`src/rtl/value_stepper.sv`:
```
// Purpose : button/switch front end producing the 4-bit operand A for the divisibility indicator.
// Latency : a held button moves A DEBOUNCE_CYCLES+3 edges after its first high sample; an auto step lands AUTO_DIV edges after auto_en rises.
// Backpressure: none; the downstream indicator is a pure decoder, so every event is applied the cycle it is ready.
// Ports   : clk/rst (sync, active-high); btn_step/btn_load raw buttons; sw_val load value;
//           dir (1=up, 0=down); auto_en free-run enable; A operand out; step_pulse one-cycle change strobe.
module value_stepper #(
   parameter int unsigned DEBOUNCE_CYCLES = 1000000,
   parameter int unsigned AUTO_DIV        = 50000000
) (
   input  logic       clk,
   input  logic       rst,
   input  logic       btn_step,
   input  logic       btn_load,
   input  logic [3:0] sw_val,
   input  logic       dir,
   input  logic       auto_en,
   output logic [3:0] A,
   output logic       step_pulse
);

   localparam int unsigned CW = $clog2(DEBOUNCE_CYCLES);
   localparam int unsigned PW = $clog2(AUTO_DIV);
   localparam logic [CW-1:0] CNT_LAST  = CW'(DEBOUNCE_CYCLES - 1);
   localparam logic [PW-1:0] PCNT_LAST = PW'(AUTO_DIV - 1);

   // Bit 0 is the step button, bit 1 the load button.
   logic [1:0]         s1_q, s2_q;
   logic [1:0]         db_q, db_d;
   logic [1:0]         db_prev_q;
   logic [1:0]         ev_q, ev_d;
   logic [1:0][CW-1:0] cnt_q, cnt_d;
   logic [PW-1:0]      pcnt_q, pcnt_d;
   logic               tick_q, tick_d;
   logic [3:0]         a_q, a_d;
   logic               pulse_q, pulse_d;

   // Debounce: the synchronized level must disagree with the accepted level
   // for DEBOUNCE_CYCLES consecutive cycles; any agreement restarts the count.
   always_comb begin
      db_d  = db_q;
      cnt_d = '0;
      for (int i = 0; i < 2; i++) begin
         if (s2_q[i] != db_q[i]) begin
            if (cnt_q[i] == CNT_LAST) begin
               db_d[i] = s2_q[i];
            end else begin
               cnt_d[i] = cnt_q[i] + CW'(1);
            end
         end
      end
   end

   // Rising edges only; the event is registered before it reaches A.
   assign ev_d = db_q & ~db_prev_q;

   // Prescaler is parked at zero whenever auto mode is off, so re-enabling
   // always waits a full AUTO_DIV period before the first step.
   always_comb begin
      pcnt_d = '0;
      tick_d = 1'b0;
      if (auto_en) begin
         if (pcnt_q == PCNT_LAST) begin
            tick_d = 1'b1;
         end else begin
            pcnt_d = pcnt_q + PW'(1);
         end
      end
   end

   // Load beats step/auto; a simultaneous step is dropped, not queued.
   always_comb begin
      a_d     = a_q;
      pulse_d = 1'b0;
      if (ev_q[1]) begin
         a_d     = sw_val;
         pulse_d = 1'b1;
      end else if (ev_q[0] || tick_q) begin
         a_d     = dir ? a_q + 4'd1 : a_q - 4'd1;
         pulse_d = 1'b1;
      end
   end

   always_ff @(posedge clk) begin
      if (rst) begin
         s1_q      <= '0;
         s2_q      <= '0;
         db_q      <= '0;
         db_prev_q <= '0;
         cnt_q     <= '0;
         ev_q      <= '0;
         pcnt_q    <= '0;
         tick_q    <= 1'b0;
         a_q       <= '0;
         pulse_q   <= 1'b0;
      end else begin
         s1_q      <= {btn_load, btn_step};
         s2_q      <= s1_q;
         db_q      <= db_d;
         db_prev_q <= db_q;
         cnt_q     <= cnt_d;
         ev_q      <= ev_d;
         pcnt_q    <= pcnt_d;
         tick_q    <= tick_d;
         a_q       <= a_d;
         pulse_q   <= pulse_d;
      end
   end

   assign A          = a_q;
   assign step_pulse = pulse_q;

endmodule
```
`config.mk`:
```
export PLATFORM = sky130hd
export DESIGN_NAME = value_stepper
export DESIGN_NICKNAME = d
export VERILOG_FILES = /design/src/rtl/value_stepper.sv
export SDC_FILE = /design/constraint.sdc
export NUM_CORES = 1
export LEC_CHECK = 0
export CAP_MARGIN = 10
export CORE_MARGIN = 4
export CORE_UTILIZATION = 26
export DETAILED_ROUTE_END_ITERATION = 8
export SYNTH_ARGS = -nofsm -noshare
export SYNTH_HDL_FRONTEND = slang
export SYNTH_SLANG_ARGS = --single-unit
```
`constraint.sdc`:
```
create_clock -name clk -period 2.2 [get_ports clk]
set_input_delay 0.66 -clock clk [delete_from_list [all_inputs] [get_ports clk]]
set_output_delay 0.66 -clock clk [all_outputs]
set_load 0.05 [all_outputs]
```
Fig. 1: run 1, the metal 1 layer
Bar = 50 um. Supply wires on this layer in grey.
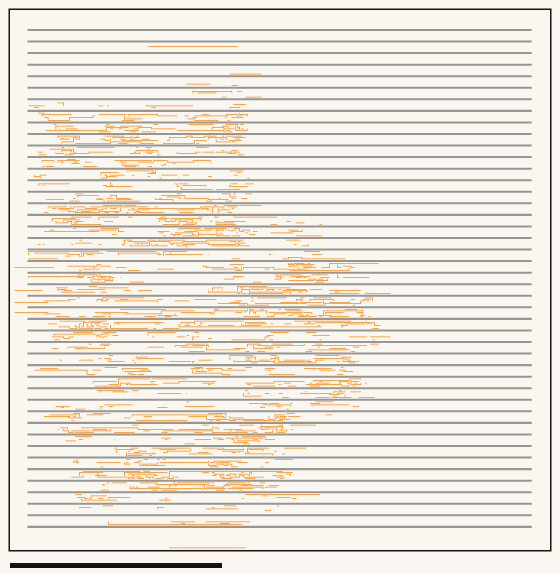
- main direction: horizontal
- share of all routed wire: 48%
- wire length on this layer: 3500 um
via count: 2969
met1 GRT Util: 0.115

Fig. 2: run 1, metal 2
Bar = 50 um.
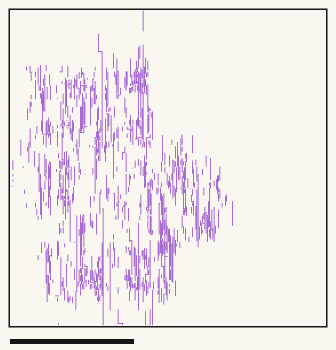
- wire length on this layer: 3400 um
- main direction: vertical
met2 Use GR: 0.146
final wirelength: 7210 um

==> results.yml, run 1 <==
# implementation run metrics
clocking:
  cts_tree: "done"
  clk_latency_ns: 0.34
  cts_hold_buf: 0
  post_cts_buffers: 0
  numClockSinks: 82
setup_path:
  critPathTopFamily: "buffers and inverters"
  cp-start-kind: "flop"
layout:
  flops: 82
  largest_cell_class: "logic gates"
  layout-drive-gt1-share: 0.0917
  nFillCells: 1484
  n_all_inverters: 19
  logic_gate_count: 298
die:
  rows: 43
status:
  status: "finished clean"
power_and_ir_drop:
  pg_seq_mw: 1.49
  switchingPower_mw: 0.598
  clock_power_share: 0.502
  internal_power_mw: 2.54
job:
  openroad.warnings: 26
synth:
  ys_top_cells_by_area: "dfxtp_1 (45%), xnor2_1 (4.7%), nor2_1 (4.7%), xor2_1 (4.3%), a21oi_1 (3.8%)"
  simple_gate_share: 0.283
  yosys-top-cells-count: "dfxtp_1 (82), nor2_1 (46), a21oi_1 (28), xnor2_1 (20)"
global_route:
  grt_pass1_wl_um: 12200
  grt_busiest_layer: "met2"
timing:
  relSlewSlack: 0.665
  maxSlewViolCount: 0
placed_design:
  gp_congestion: 0.799
min_path:
  worstHoldEndpoint: "ev_q[0]"
Fig. 3: run 1, M3 wires
Cells faint in the background.
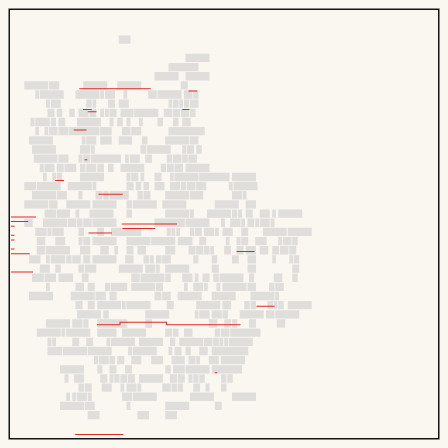
- longest straight run: 21.9 um
- nets with wire on the layer: 18
- share of all routed wire: 2.3%
- wire length on this layer: 169 um
- main direction: horizontal

[run 1: per-layer routing]
layer  share of wire  wire length [um]  vias to the layer above
li1                -                 -                     1513
met1            0.48              3500                     1411
met2            0.47              3400                       35
met3           0.023               169                       10
met4           0.021               148                        0
met5               0                 0                        -
[run 1: worst max-delay path by stage]
stage | start | end | cells past startpoint
after floorplan | pcnt_q[0] | pcnt_q[20] | 6
after global placement | dir | A[3] | 7
after detailed placement | dir | A[3] | 7
after CTS | step_pulse | step_pulse | 1
after global routing | step_pulse | step_pulse | 1
final | step_pulse | step_pulse | 1
[run 1: sequential cells by signal, summed over array words and instances (netlist names)]
name        count
cnt_q          40
pcnt_q         26
A               4
db_prev_q       2
db_q            2
ev_q            2
s1_q            2
s2_q            2
step_pulse      1
tick_q          1
==> inputs of run 2 (changes only) <==
DONT_BUFFER_PORTS = 1   (was unset)
Fig. 4: run 2, clock distribution
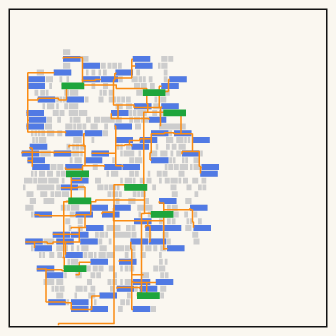
- orange: clock wires (length 1020 um)
- blue: flip-flops (count 82)
- green: clock drivers (count 9)
- routed clock nets: 10

Fig. 5: run 2, the metal 1 layer
Bar = 50 um. Supply wires on this layer in grey.
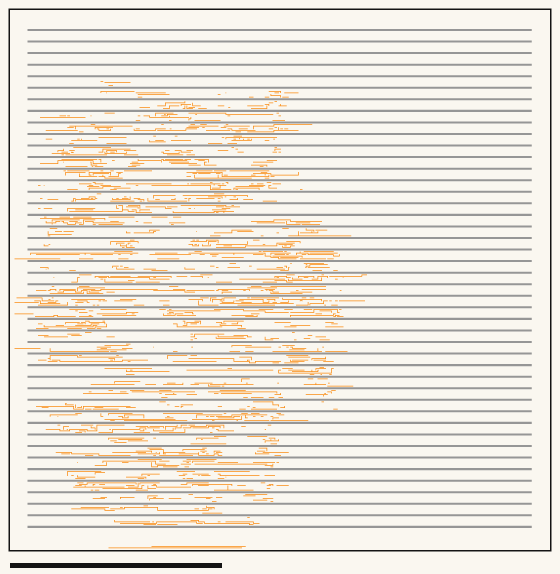
- main direction: horizontal
- wire length on this layer: 3480 um
- nets with wire on the layer: 412

Fig. 6: run 2, M3 wires
Cells faint in the background.
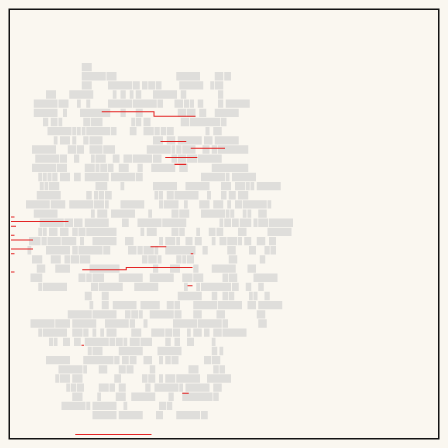
- wire length on this layer: 155 um
- nets with wire on the layer: 13
- longest straight run: 22.3 um
- share of all routed wire: 2.2%

==> run 2 against run 1 <==
Combinational power decreased by 46%. Cell count decreased by 2.3%. Power decreased by 4.9%. Critical path type is now flop to flop. Clock-buffer cell count decreased by 1. Worst setup slack improved by 0.094 ns. Largest cell class unchanged. Synthesized cell count unchanged. Cell area decreased by 4.0%. Largest power group is now sequential cells.
==> results.yml, run 2 <==
# implementation run metrics
layout:
  top_register: "cnt_q"
  nFillCells: 1474
  layout-drive-gt1-share: 0.0853
placed_design:
  gp_congestion: 0.786
setup_path:
  endpoint: "cnt_q[14]"
  startpoint: "cnt_q[0]"
timing:
  maxSlewViolCount: 0
route:
  vias: 2907
  top_layer: "met4"
  drt-met1-wl_um: 3480
  wl_met2_um: 3330
power_and_ir_drop:
  pg_seq_mw: 1.50
  internal_power_mw: 2.38
  switchingPower_mw: 0.606
global_route:
  grt_busiest_layer: "met2"
  gr-usage-met2: 0.150
  grt_use_met1: 0.119
synth:
  yosys-top-cells-count: "dfxtp_1 (82), nor2_1 (46), a21oi_1 (28), xnor2_1 (20)"
  ys_top_cells_by_area: "dfxtp_1 (45%), xnor2_1 (4.7%), nor2_1 (4.7%), xor2_1 (4.3%), a21oi_1 (3.8%)"
  simple_gate_share: 0.283
status:
  status: "finished clean"
clocking:
  clk_latency_ns: 0.33
  cts_hold_buf: 0
  cts_tree: "done"
==> run 2: cells by family (layout without fill, tap and decap cells) <==
kind of cell             count (synthesis)  after routing
AND/OR/NAND/NOR                        186            186
adder cells (fa/ha/maj)                  6              6
AND-OR/OR-AND                           65             65
XOR/XNOR                                38             38
multiplexers                             3              3
flip-flops                              82             82
buffers and inverters                   35             42
==> run 2: critical path: cells and delay by family, from the launching register on <==
kind / cells / cell delay, ns
flops: 1 / 0.37
compound gates: 1 / 0.17
simple gates: 3 / 1.15
fa+ha+maj: 1 / 0.26
==> run 2: repair_timing <==
action	CTS	global route
setup buffers	0	0
endpoints found under the setup margin	0	3
endpoints found under the hold margin	0	0
Power figures rest on the tool's default switching activity, not on a simulated workload.
